===== config.mk =====
export PLATFORM = sky130hd
export DESIGN_NAME = move_buffer
export DESIGN_NICKNAME = d
export VERILOG_FILES = /design/src/rtl/move_buffer_pkg.sv /design/src/rtl/move_buffer_mem.sv /design/src/rtl/move_buffer.sv
export SDC_FILE = /design/constraint.sdc
export NUM_CORES = 1
export LEC_CHECK = 0
export CAP_MARGIN = 10
export CORE_ASPECT_RATIO = 1.2
export CORE_MARGIN = 2
export CORE_UTILIZATION = 45
export CTS_CLUSTER_SIZE = 12
export DETAILED_ROUTE_END_ITERATION = 10
export GPL_TIMING_DRIVEN = 0
export PLACE_DENSITY_LB_ADDON = 0.12
export SYNTH_ARGS = -nofsm -noshare
export SYNTH_HDL_FRONTEND = slang
export SYNTH_SLANG_ARGS = --single-unit

===== constraint.sdc =====
create_clock -name CLK -period 12.1 [get_ports CLK]
set_input_delay 3.63 -clock CLK [delete_from_list [all_inputs] [get_ports CLK]]
set_output_delay 3.63 -clock CLK [all_outputs]
set_load 0.005 [all_outputs]

===== src/rtl/move_buffer_pkg.sv =====
// Shared move-record definitions and SPI message header codes for the
// decoder -> move_buffer -> timing engine path.
package move_buffer_pkg;

  localparam int DEF_DUR_W = 64;
  localparam int DEF_INC_W = 64;

  typedef struct packed {
    logic                 dir;
    logic [DEF_DUR_W-1:0] duration;
    logic [DEF_INC_W-1:0] increment;
    logic [DEF_INC_W-1:0] incincr;
  } move_record_t;

  localparam logic [7:0] MSG_MOVE      = 8'h01;
  localparam logic [7:0] MSG_CLKDIV    = 8'h03;
  localparam logic [7:0] MSG_MICROSTEP = 8'h04;

endpackage


===== src/rtl/move_buffer_mem.sv =====
// Simple dual-port register array: synchronous write, asynchronous read.
// Contents are deliberately not reset.
module move_buffer_mem #(
  parameter int DEPTH = 4,
  parameter int WIDTH = 8
) (
  input  logic                     CLK,
  input  logic                     wr_en,
  input  logic [$clog2(DEPTH)-1:0] wr_addr,
  input  logic [WIDTH-1:0]         wr_data,
  input  logic [$clog2(DEPTH)-1:0] rd_addr,
  output logic [WIDTH-1:0]         rd_data
);

  logic [WIDTH-1:0] mem [DEPTH];

  always_ff @(posedge CLK) begin
    if (wr_en) mem[wr_addr] <= wr_data;
  end

  assign rd_data = mem[rd_addr];

endmodule


===== src/rtl/move_buffer.sv =====
// FWFT move-record FIFO between the SPI decoder and the stepper timing engine.
// Optional MOVE_BUFFER_WATERMARK_EN adds a registered almost_empty output.
module move_buffer
  import move_buffer_pkg::*;
#(
  parameter int DEPTH = 4,
  parameter int DUR_W = DEF_DUR_W,
  parameter int INC_W = DEF_INC_W
) (
  input  logic                       CLK,
  input  logic                       reset,
  input  logic                       clear,
  input  logic                       wr_valid,
  output logic                       wr_ready,
  input  logic                       wr_dir,
  input  logic [DUR_W-1:0]           wr_duration,
  input  logic [INC_W-1:0]           wr_increment,
  input  logic [INC_W-1:0]           wr_incincr,
  output logic                       rd_valid,
  input  logic                       rd_ready,
  output logic                       rd_dir,
  output logic [DUR_W-1:0]           rd_duration,
  output logic [INC_W-1:0]           rd_increment,
  output logic [INC_W-1:0]           rd_incincr,
  output logic [$clog2(DEPTH+1)-1:0] count,
  output logic                       overflow
`ifdef MOVE_BUFFER_WATERMARK_EN
  ,
  output logic                       almost_empty
`endif
);

  localparam int REC_W = 1 + DUR_W + 2 * INC_W;
  localparam int PW    = $clog2(DEPTH);
  localparam int CW    = $clog2(DEPTH + 1);
  localparam logic [CW-1:0] FULL_COUNT = CW'(DEPTH);

  logic [PW-1:0]    wr_ptr;
  logic [PW-1:0]    rd_ptr;
  logic [REC_W-1:0] wr_rec;
  logic [REC_W-1:0] head;
  logic [CW-1:0]    count_next;
  logic             full;
  logic             push;
  logic             pop;

  assign full     = (count == FULL_COUNT);
  assign wr_ready = !full;
  assign rd_valid = (count != '0);
  assign push     = wr_valid && wr_ready;
  assign pop      = rd_valid && rd_ready;
  assign wr_rec   = {wr_dir, wr_duration, wr_increment, wr_incincr};

  move_buffer_mem #(
    .DEPTH (DEPTH),
    .WIDTH (REC_W)
  ) u_mem (
    .CLK     (CLK),
    .wr_en   (push && !clear),
    .wr_addr (wr_ptr),
    .wr_data (wr_rec),
    .rd_addr (rd_ptr),
    .rd_data (head)
  );

  // Storage is not reset, so the head is masked to zero while empty.
  assign {rd_dir, rd_duration, rd_increment, rd_incincr} = rd_valid ? head : '0;

  always_comb begin
    count_next = count;
    if (push && !pop)      count_next = count + CW'(1);
    else if (pop && !push) count_next = count - CW'(1);
  end

  always_ff @(posedge CLK or posedge reset) begin
    if (reset) begin
      wr_ptr   <= '0;
      rd_ptr   <= '0;
      count    <= '0;
      overflow <= 1'b0;
    end else if (clear) begin
      wr_ptr   <= '0;
      rd_ptr   <= '0;
      count    <= '0;
      overflow <= 1'b0;
    end else begin
      if (push) wr_ptr <= wr_ptr + PW'(1);
      if (pop)  rd_ptr <= rd_ptr + PW'(1);
      count <= count_next;
      if (wr_valid && full) overflow <= 1'b1;
    end
  end

`ifdef MOVE_BUFFER_WATERMARK_EN
  always_ff @(posedge CLK or posedge reset) begin
    if (reset)      almost_empty <= 1'b1;
    else if (clear) almost_empty <= 1'b1;
    else            almost_empty <= (count_next <= CW'(1));
  end
`endif

endmodule


Fig. 1: ports around the boundary
Pins as bars across the die edge, other pins in gray.
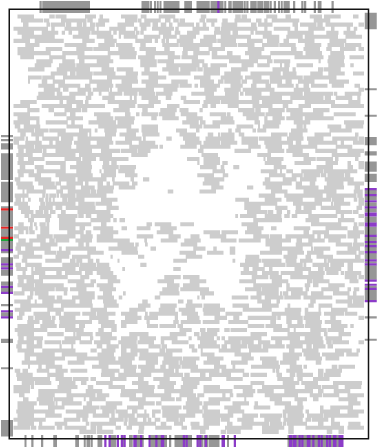
Key: green = reset [pins 1, direction input, edge west]; purple = rd_duration [pins 64, direction output, edge 38 south, 18 east, 7 west, 1 north]; red = count [pins 3, direction output, edge west]
All pins by edge: 117 south, 116 north, 82 west, 82 east.

Fig. 2: register map, names as in the netlist
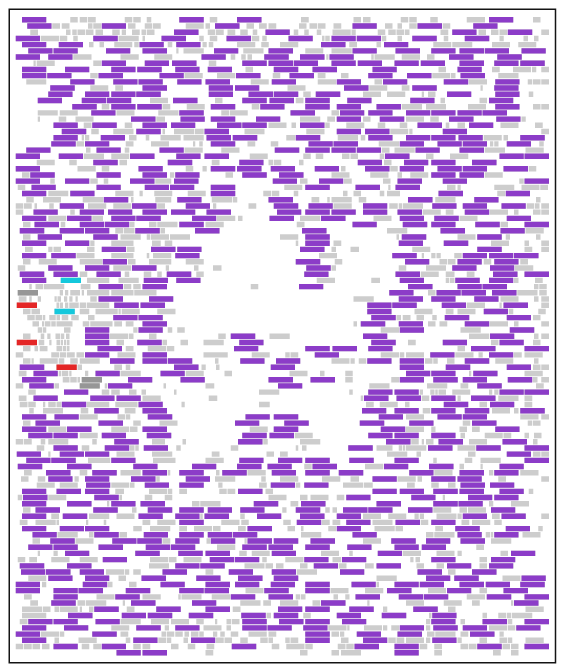
Key: purple = u_mem.mem [placed flops 772, where widely spread]; cyan = wr_ptr [placed flops 2]; red = count [placed flops 3]

==> flow_metrics.tcl <==
# collected from the flow reports
set metrics [dict create \
    grt.overflow.total 0 \
    grt_max_degree 53 \
    met1_length_mm 26.4 \
    drc 0 \
    synth.logic.top_family "multiplexers" \
    fin_nets 1992 \
    fin_crit_sh_pct 59.3 \
    die_h_um 286 \
    layout_setup_ws_ns 4.92 \
    layout_top_cell "edfxtp_1" \
    holdWs_ns 0.499 \
    worstSkewPairLatency_ns 0.62 \
    simple_gate_share_pct 4.42 \
    core_um2 65600 \
    nFlopsAndLatches 780 \
    fin_cells 2680 \
    postCtsHoldBufs 0 \
    pg_comb_mw 2.14 \
    pwr-share-seq_pct 41.4 \
    maxSlewHeadroom_pct 31.7 \
    reg2reg_to "u_mem.mem[0][47]" \
    yosys-top-cells-area "edfxtp_1 (78%), mux4_2 (15%), and2_1 (4.1%)" \
    top_cells_by_count "edfxtp_1 (772), and2_1 (197), mux4_2 (193), buf_2 (26), clkbuf_1 (23)" \
    ctsResizeCount 0 \
    setup_viol 0 \
    crit_cells 6 \
    antenna_found_initial 12 \
    dp_slack_ns 5.41 \
    yosys-stat-area_um2 29800 \
    comb_share_pct 15.7 \
    dr_wl_met2_mm 34.1 \
    cp-endpoint "rd_incincr[29]" \
    peakVddDrop_v 0.000190 \
    status "completed" \
    p_leak_nw 12.0 \
    cts_root_buffer "clkbuf_16" \
    slowest_stage "clkbuf_1" \
    avgSynthCellArea_um2 23.0 \
    regArea_um2 23400 \
    tool_warnings 29 \
    postCtsSetupRepairBufs 0 \
    pwr-share-clk_pct 30.3 \
    cts_buffer_depth 3 \
    post-route-util_pct 57.4 \
    powerSeq_mw 3.14 \
    power.group.top "registers" \
    synth_cell_types 33 \
    dieArea_um2 68300 \
    io_buffers 395 \
    edf_count 772 \
    synth_top_flop_cell "edfxtp_1" \
    floorplan.nets 1499 \
    nClkBuffers 111 \
    clk_pin_slew_worst_paths_ns 0.06 \
    ant_nets 0 \
    highest_layer "met5" \
    nNonClkBuffers 483 \
    hold_end "overflow" \
    dr.pass1.iters 5 \
    r2r-start "count[0]" \
    inverters 8 \
    ios 397 \
    placed_area_um2 35200 \
    core.rowCount 103 \
    required_ns 8.47 \
    final_cell_area_um2 37700 \
    nonClkBufAreaFrac_pct 12.9 \
    syn_area_um2 29800 \
    tightest_slew_ns 1.02 \
    powerClk_mw 2.30 \
    start_kind "register" \
    drive_above_1_share_pct 19.6 \
    nFillCells 4874 \
    r2r_cells 6 \
    use_met3_pct 5.19 \
    async_flop_share_pct 1.03 \
    gp_congestion 0.754 \
    yosysTopAreaCell "edfxtp_1" \
    gr-usage-met2_pct 32.9 \
    holdPathStages 2 \
    period_minus_slack_ns 7.18 \
    largestClassByArea "sequential cells" \
    p_switching_mw 1.93 \
    logic_gates 436 \
    critPathMostFrequentCell "clkbuf_1" \
    cts_tree "built" \
    critPathBufInv 4 \
    htreeDepth 3 \
    drtIter0Drc 647 \
    die_w_um 239 \
    num_antenna_cells 1 \
    finalMaxSlewViolations 0 \
    postRouteWirelength_mm 66.4 \
    initCoreUtil_pct 45.4 \
    use_met1_pct 24.9 \
    powerDensity_nw_per_um2 201 \
    final_cell_mix "edfxtp_1 (772), clkdlybuf4s50_1 (395), mux4_2 (193), and2_1 (193), clkbuf_16 (83)" \
    place_inst 2547 \
    crit_family "buffers and inverters" \
    vias 14249 \
    compound_area_share_pct 0.470 \
    crit_fanout 10 \
    min_path_type "reg -> reg" \
    worstPathArrival_ns 3.55 \
    hold_violations 0 \
    max-cap-violations 0 \
    total_power_mw 7.58 \
    top_regs "u_mem.mem x772, count x3" \
    grt_setup_unrepaired "no" \
    seq_share_pct 62.1 \
    yosys.cell_count.top_type "edfxtp_1" \
    worstPathCellList "clkbuf_1 > clkbuf_1 > buf_2 > mux4_2 > and2_1 > clkdlybuf4s50_1" \
    syn2layout_area_growth_pct 26.4 \
    dp_hpwl_mm 42.7 \
    adder_share_pct 0.235 \
    grt-busiest-layer "met2" \
    ys.flops 780 \
    top_register "u_mem.mem" \
    ys_cells 1296 \
    cp-end-kind "output port" \
    cpPeakStageDelay_ns 0.81 \
    criticalPathCategory "reg -> out" \
    mi_logic_area_um2 5920 \
    cell_internal_pwr_mw 5.65 \
    netSwitchingFraction_pct 25.5 \
    mux_share_pct 14.6 \
    hold_path_startpoint "overflow" \
    routed_via_density 5.32 \
    netlist_instances 1296 \
    cts.sinks 780 \
]
Power is estimated from default activity; no workload was simulated.
